**src/rtl/prog_loader.sv**
```systemverilog
// Program loader: assembles a big-endian byte stream into 32-bit words,
// writes them to instruction memory from address 0 upward, then releases
// the processor from hold.
//
// state | meaning
// ------+--------------------------------------------------------------
// IDLE  | reset state, waiting for start
// RECV  | collecting the four bytes of the current word
// WRITE | single-cycle instruction-memory write of the assembled word
// DONE  | image loaded, processor running; start reloads from address 0
module prog_loader #(
  parameter int ADDR_W = 8
) (
  input  logic              clk_s,
  input  logic              rst_n,
  input  logic              start,
  input  logic [ADDR_W:0]   word_count,
  input  logic              byte_valid,
  input  logic [7:0]        byte_data,
  output logic              byte_ready,
  output logic              imem_we,
  output logic [31:0]       imem_addr,
  output logic [31:0]       imem_wdata,
  output logic              busy,
  output logic              cpu_run
);

  typedef enum logic [1:0] {
    IDLE  = 2'd0,
    RECV  = 2'd1,
    WRITE = 2'd2,
    DONE  = 2'd3
  } state_t;

  // Largest loadable image; word_count is wide enough to hold it exactly.
  localparam logic [ADDR_W:0] MAX_WORDS = {1'b1, {ADDR_W{1'b0}}};

  state_t            state_q, state_d;
  logic [ADDR_W:0]   count_q, count_d;
  logic [ADDR_W-1:0] index_q, index_d;
  logic [1:0]        byte_cnt_q, byte_cnt_d;
  logic [31:0]       word_q, word_d;

  // State, word counter, byte counter and word buffer registers.
  always_ff @(posedge clk_s or negedge rst_n) begin
    if (!rst_n) begin
      state_q    <= IDLE;
      count_q    <= '0;
      index_q    <= '0;
      byte_cnt_q <= '0;
      word_q     <= '0;
    end else begin
      state_q    <= state_d;
      count_q    <= count_d;
      index_q    <= index_d;
      byte_cnt_q <= byte_cnt_d;
      word_q     <= word_d;
    end
  end

  // Next-state and datapath update.
  always_comb begin
    state_d    = state_q;
    count_d    = count_q;
    index_d    = index_q;
    byte_cnt_d = byte_cnt_q;
    word_d     = word_q;
    case (state_q)
      IDLE, DONE: begin
        if (start) begin
          if (word_count == '0) begin
            state_d = DONE;
          end else begin
            state_d    = RECV;
            count_d    = (word_count > MAX_WORDS) ? MAX_WORDS : word_count;
            index_d    = '0;
            byte_cnt_d = '0;
            word_d     = '0;
          end
        end
      end
      RECV: begin
        if (byte_valid) begin
          // Shifting left leaves the first byte in [31:24] after four bytes.
          word_d     = {word_q[23:0], byte_data};
          byte_cnt_d = byte_cnt_q + 2'd1;
          if (byte_cnt_q == 2'd3) begin
            state_d = WRITE;
          end
        end
      end
      WRITE: begin
        // count_q >= 1 here, so count_q-1 always fits the index width.
        if ({1'b0, index_q} == (count_q - (ADDR_W+1)'(1))) begin
          state_d = DONE;
        end else begin
          index_d = index_q + ADDR_W'(1);
          state_d = RECV;
        end
      end
      default: state_d = IDLE;
    endcase
  end

  // Outputs decoded purely from registered state and datapath.
  always_comb begin
    byte_ready = (state_q == RECV);
    imem_we    = (state_q == WRITE);
    busy       = (state_q == RECV) || (state_q == WRITE);
    cpu_run    = (state_q == DONE);
    imem_addr  = '0;
    imem_wdata = '0;
    if (state_q == WRITE) begin
      imem_addr[ADDR_W+1:0] = {index_q, 2'b00};
      imem_wdata            = word_q;
    end
  end

endmodule

```
**config.mk**
```make
export PLATFORM = sky130hd
export DESIGN_NAME = prog_loader
export DESIGN_NICKNAME = d
export VERILOG_FILES = /design/src/rtl/prog_loader.sv
export SDC_FILE = /design/constraint.sdc
export NUM_CORES = 1
export LEC_CHECK = 0
export CAP_MARGIN = 20
export CORE_MARGIN = 1.5
export CORE_UTILIZATION = 45
export CTS_CLUSTER_SIZE = 16
export DETAILED_ROUTE_END_ITERATION = 12
export PLACE_DENSITY = 0.84
export SYNTH_ARGS = -nofsm -noshare
export SYNTH_HDL_FRONTEND = slang
export SYNTH_SLANG_ARGS = --single-unit
```
**constraint.sdc**
```tcl
create_clock -name clk_s -period 2.48 [get_ports clk_s]
set_input_delay 0.496 -clock clk_s [delete_from_list [all_inputs] [get_ports clk_s]]
set_output_delay 0.496 -clock clk_s [all_outputs]
set_load 0.01 [all_outputs]
```
Figure 1. Sizing map (run 1).
Scale: 3 px per µm.
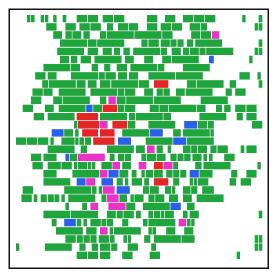
colour	size	cells	share
blue	x2	15	4.0%
magenta	x3 and x4	16	4.3%
red	x6 and larger	10	2.7%
green	x1 and smaller	330	89%
area added between synthesis and finish: 26.1%
minimum setup slack in the final design: 0.100 ns
number of ordinary and repair buffers in the finished layout: 77
final cell area excluding filler cells: 3890 µm²

Figure 2. Layout detail (run 1).
Region (18, 35) to (68, 85) µm. Cells in grey, sequential cells in the stronger grey; small squares are vias.
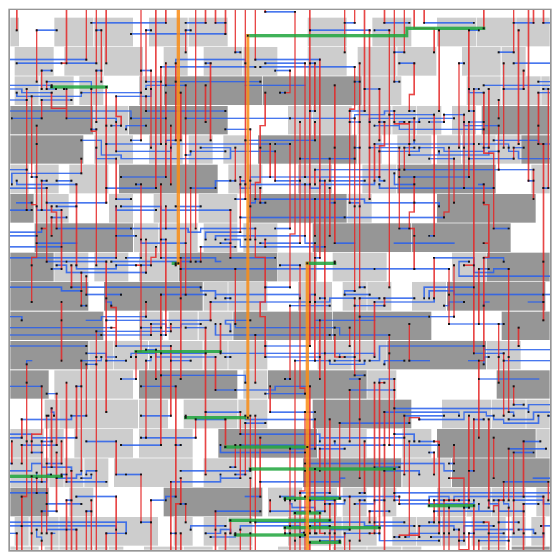
colour	layer
orange	M4
green	M3
blue	M1
red	M2
netlist names of flops here include	word_q (28), index_q (5)
cells with their middle in the window	165
most frequent	dfrtp_1 (33), a22o_1 (29), clkdlybuf4s50_1 (28)
sequential cells in the window	33

Figure 3. Signal metal coverage by tile (run 1).
Scale: 4 px per µm. 17 x 17 tiles, from dark purple (low) to yellow (high), scaled to the fullest tile. Values are wire area over tile area, all layers added.
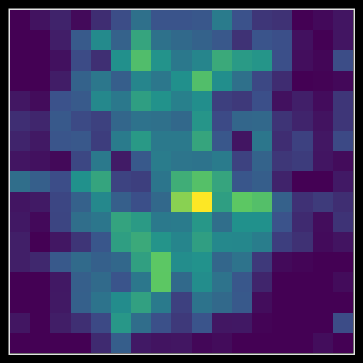
emptiest ninth of the die	south-east
densest ninth of the die	centre
mean over tiles	0.14
tiles over half the peak	13%
nearly empty tiles	15%
fullest tile	0.57
post-DR wirelength/cell: 14.7 µm
via count of the routed design: 2,424
Total Wirelength: 6.63 mm

==> GITHUB_STEP_SUMMARY, run 1 <==
### Yosys + OpenROAD results

| Metric | Value |
|---|---|
| Fp util | 46.0% |
| Die X-Extent | 85.9 µm |
| Layout cells sized above 1 | 11.1% |
| Nets | 398 |
| Number of filler cells placed in the layout | 587 |
| Max VDD drop | 0.680 mV |
| Initial antenna violation count | 0 |
| Ys Warns | 0 |
| Worst Reg-to-Reg Cells | 8 |
| Largest net degree at the start of global routing | 54 |
| Cell types occupying the most area after synthesis | dfrtp_1 43%, a22o_1 9.9%, and2_1 7.5%, buf_4 5.8%, ha_1 2.8% |
| Average cell area after synthesis | 10.1 µm² |
| Cell type with the largest total area | dfrtp_1 |
| Kind of end point of the critical path | primary output |
| Primary FF master, synth | dfrtp_1 |
| Number of H-tree levels | 2 |
| Sequential element share of the synthesized area | 42.9% |
| Finished Core Util | 58.0% |
| Async set-reset flop share out of synthesis | 100% |
| Critical path required time | 1.98 ns |
| Pre-CTS setup slack | -0.0287 ns |
| Result of the run | finished clean |
| Leading cell types by count after synthesis | 53 x dfrtp_1, 37 x and2_1, 35 x a22o_1, 24 x buf_4, 16 x nand2_1 |
| Total placed cells including tap cells | 443 |
| Final critical delay including setup and external delays | 2.38 ns |
| Area used by sequential logic in the layout | 1330 µm² |
| Start of the worst register-to-register path | count_q[1]$_DFFE_PN0P_ |
| Fraction of post-synthesis cell area in the top cell type by area | 42.9% |
| GRT Util Overall | 17.9% |
| Final GP Congestion | 0.795 |
| Area of the core region | 6720 µm² |
| Worst rel slew slack | 56.7% |
| Hold Vio Cnt, Final | 0 |
| Critical Path AT | 1.88 ns |
| Adders+Majority by Area | 2.84% |
| Synthesized flop and latch total | 53 |
| Total cell area at the placement stage | 3780 µm² |
| Number of global-route vias before repair | 2,220 |
-- run 1: layout by cell type, fill, tap and decap left out, types with 4 or more instances in the layout --
master            n
clkdlybuf4s50_1  63
dfrtp_1          53
and2_1           37
a22o_1           35
conb_1           24
nand2_1          16
inv_1            12
o21ai_0          10
nand2b_1          9
a31oi_1           9
buf_4             9
xnor2_1           6
ha_1              6
clkbuf_8          5
nand3_1           4
nand3b_1          4
o31ai_2           4
-- run 1: metal layers --
metal | vias to the layer above | part of all wire, %
met2 | 76 | 48
met4 | 0 | 1.3
li1 | 1167 | -
met3 | 7 | 3.6
met1 | 1174 | 47
met5 | - | 0
-- run 1: through the flow --
step           total power [µW]  hold slack (ns)
2_1_floorplan              2620            0.200
3_3_place_gp               3170            0.482
3_5_place_dp               3260            0.488
4_1_cts                    3780            0.317
5_1_grt                    4070            0.352
6_report                   3800            0.286
-- run 1: registers in the layout (all words and copies together), names as in the netlist --
name        flops
index_q         8
byte_cnt_q      2
word_q         32
state_q         2
count_q         9
-- run 1: cell families after synthesis --
kind of cell,count (synthesis)
xor gates and xnor gates,9
other,1
AOI/OAI and AO/OA,77
adders and majority gates,7
and+or+nand+nor,98
DFF,53
muxes,5
buffers and inverters,55
-- run 1: worst max-delay path, stage by stage (launching register included) --
cell	delay (ns)
dfrtp_1	0.44
inv_2	0.10
ha_4	0.16
buf_12	0.16
and2_1	0.18
clkdlybuf4s50_1	0.54
-- run 1: worst max path at each step --
stage | startpoint | end | slack, ns
floorplan | state_q[0]$_DFFE_PN0P_ | index_q[6]$_DFFE_PN0P_ | 0.24
global placement | word_count[8] | index_q[6]$_DFFE_PN0P_ | 0.03
detailed placement | word_count[8] | index_q[6]$_DFFE_PN0P_ | -0.03
CTS | state_q[0]$_DFFE_PN0P_ | imem_wdata[12] | 0.01
global route | state_q[0]$_DFFE_PN0P_ | imem_addr[9] | 0.04
finish | state_q[0]$_DFFE_PN0P_ | imem_addr[9] | 0.10
-- run 1: where the power goes --
part / switching, µW / internal (µW)
clock: 304 / 205
combinational: 957 / 909
sequential: 284 / 1150
-- run 1: final cells by class --
| cell class | count | area share, % |
|---|---|---|
| well taps | 80 | 2.57 |
| inverters | 13 | 1.25 |
| repair buffers | 77 | 20.0 |
| clock inverters | 3 | 0.642 |
| flip-flops and latches | 53 | 34.1 |
| multi-input cells | 220 | 39.7 |
| clock buffers | 5 | 1.77 |
-- run 1: timing repair --
item / 4_1_cts / 5_1_grt
gates resized: 2 / 4
gates cloned: 0 / 0
hold buffers: 0 / 0
endpoints found under the hold margin: 0 / 0
setup endpoints to repair: 26 / 32
## Run 2: what changed since run 1
Settings changed: SLEW_MARGIN set to 40.
Figure 4. Cell placement (run 2).
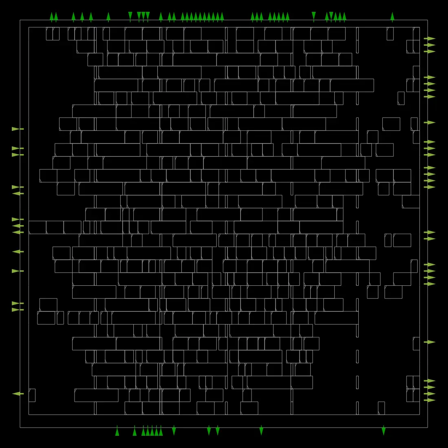
non-filler cells in the finished layout: 451
sequential cell count: 53
number of filler cells placed in the layout: 587

Figure 5. Layout detail (run 2).
Region (18, 35) to (68, 85) µm. Cells in grey, sequential cells in the stronger grey; small squares are vias.
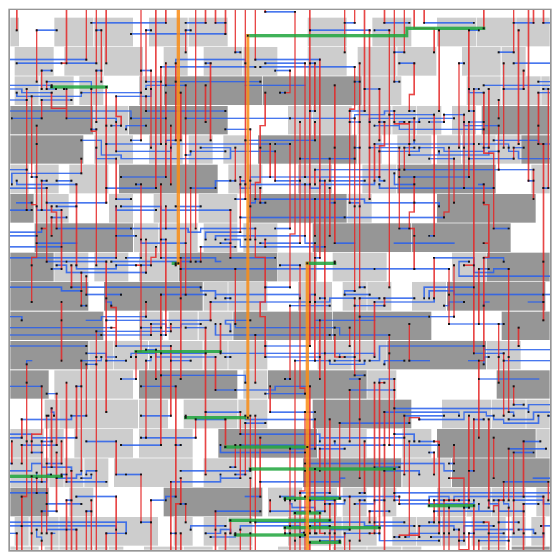
colour	layer
blue	M1
red	M2
green	M3
orange	M4
most frequent	dfrtp_1 (33), a22o_1 (29), clkdlybuf4s50_1 (28)
sequential cells in the window	33
cells with their middle in the window	165
netlist names of flops here include	word_q (28), index_q (5)

==> run 2 against run 1 <==
Compared with the run above: count of clock-buffer cells in the layout did not move; combinational power barely moved; setup slack did not move; largest cell class unchanged; critical path type unchanged; highest routed layer unchanged; flip-flop count did not move; wire length did not move; fmax did not move; total power did not move.
==> GITHUB_STEP_SUMMARY, run 2 <==
### Yosys + OpenROAD results

| Metric | Value |
|---|---|
| Largest net degree at the start of global routing | 54 |
| Worst rel slew slack | 56.7% |
| Delay of the slowest cell on the worst path | 0.54 ns |
| Result of the run | finished clean |
| Critical path required time | 1.98 ns |
| Chip area estimate from yosys synthesis | 3090 µm² |
| Post-DR wirelength/cell | 14.7 µm |
| Area added between synthesis and finish | 26.1% |
| Nets | 398 |
| Largest register by flop count | word_q |
| Kind of end point of the critical path | primary output |
| Async set-reset flop share out of synthesis | 100% |
| GRT Util Overall | 17.9% |
| Cell family with most CP delay | buffers and inverters |
| Cell types occupying the most area after synthesis | dfrtp_1 43%, a22o_1 9.9%, and2_1 7.5%, buf_4 5.8%, ha_1 2.8% |
| Total stage count of the critical path | 5 |
| Start of the worst register-to-register path | count_q[1]$_DFFE_PN0P_ |
| Critical Path Slowest Stage Cell | clkdlybuf4s50_1 |
| Registers with the highest flip-flop counts | word_q x32, count_q x9, index_q x8 |
| Final critical delay including setup and external delays | 2.38 ns |
| Most frequent logic cell in the layout | clkdlybuf4s50_1 |
| Area of the core region | 6720 µm² |
| Total Wirelength | 6.63 mm |
| Count of hold-fix buffers inserted at cts | 0 |
| Primary FF master, synth | dfrtp_1 |
| Leading cell types by count after synthesis | 53 x dfrtp_1, 37 x and2_1, 35 x a22o_1, 24 x buf_4, 16 x nand2_1 |
| Die X-Extent | 85.9 µm |
| Hold Vio Cnt, Final | 0 |
| Number of H-tree levels | 2 |
| Global routing usage on met2 | 28.8% |
| Sequential element share of the synthesized area | 42.9% |
| Worst Reg-to-Reg Cells | 8 |
| Achievable Freq | 0.420 GHz |
| Average cell area after synthesis | 10.1 µm² |
| Max VDD drop | 0.680 mV |
| Total cell area at the placement stage | 3780 µm² |
| Number of global-route vias before repair | 2,220 |
| Most frequently placed logic cells in the final layout | 63 x clkdlybuf4s50_1, 53 x dfrtp_1, 37 x and2_1 |
| Flip-flop count of the largest register after layout | 32 |
| Final cell area excluding filler cells | 3890 µm² |
| Minimum setup slack in the final design | 0.100 ns |
| Final GP Congestion | 0.795 |
| Synthesized flop and latch total | 53 |
| Worst clock skew on the final layout | 0.00672 ns |
| Critical Path AT | 1.88 ns |
| Terminus of the critical flop-to-flop path | index_q[0]$_DFFE_PN0P_ |
| Via count of the routed design | 2,424 |
| Pre-CTS setup slack | -0.0287 ns |
| Launch point of the worst path | state_q[0]$_DFFE_PN0P_ |
| Ys Warns | 0 |
| Ordered list of cells on the worst path | inv_2, ha_4, buf_12, and2_1, clkdlybuf4s50_1 |
| Fp util | 46.0% |
| Crit path buffers/inverters | 3 |
| Critical path endpoint | imem_addr[9] |
| Share of the cycle needed by the critical path after routing | 96.0% |
| Fraction of post-synthesis cell area in the top cell type by area | 42.9% |
| Cell type with the largest total area | dfrtp_1 |
[run 2: cell counts after synthesis]
No cell type changed its count.
[run 2: report_power, final]
group	switching [µW]	internal, µW
sequential	284	1150
combinational	957	909
clock	304	205
[run 2: per-layer routing]
layer | part of all wire, % | vias up
li1 | - | 1167
met1 | 47 | 1174
met2 | 48 | 76
met3 | 3.6 | 7
met4 | 1.3 | 0
met5 | 0 | -
[run 2: logic make-up after synthesis]
kind of cell | Yosys count | synth area share, %
simple gates | 98 | 19.0
compound gates | 77 | 20.5
buf+inv | 55 | 10.3
flops | 53 | 42.9
xor+xnor | 9 | 2.55
fa+ha+maj | 7 | 2.84
mux | 5 | 1.74
other cells | 1 | 0.121
[run 2: worst min-delay path by stage]
stage                                      start                   endpoint  slack (ns)  depth (start not counted)
final                                      rst_n     word_q[30]$_DFFE_PN0P_        0.29                          2
after global routing                       rst_n     word_q[30]$_DFFE_PN0P_        0.35                          2
after CTS                                  rst_n     word_q[30]$_DFFE_PN0P_        0.32                          2
after detailed placement  word_q[28]$_DFFE_PN0P_     word_q[28]$_DFFE_PN0P_        0.49                          1
after global placement    word_q[30]$_DFFE_PN0P_     word_q[30]$_DFFE_PN0P_        0.48                          1
after floorplan                            rst_n  byte_cnt_q[0]$_DFFE_PN0P_        0.20                          0
[run 2: final cells by class]
type | count | area (µm²)
clock inverter | 3 | 25.0
inverter | 13 | 48.8
tap | 80 | 100
sequential | 53 | 1330
timing repair buffer | 77 | 778
fill | 587 | 2820
multi-input combinational | 220 | 1550
clock buffer | 5 | 68.8
[run 2: stage by stage]
stage,total power [µW],cells,utilization (%)
global route,4070,451,58.0
floorplan,2620,328,-
detailed placement,3260,443,56.3
CTS,3780,451,57.7
finish,3800,451,58.0
global placement,3170,443,56.3
[run 2: what timing repair did]
action | in CTS | in global routing
cloned | 0 | 0
pin swaps | 0 | 0
endpoints found under the setup margin | 26 | 32
gates resized | 2 | 4
Power is estimated from default activity; no workload was simulated.
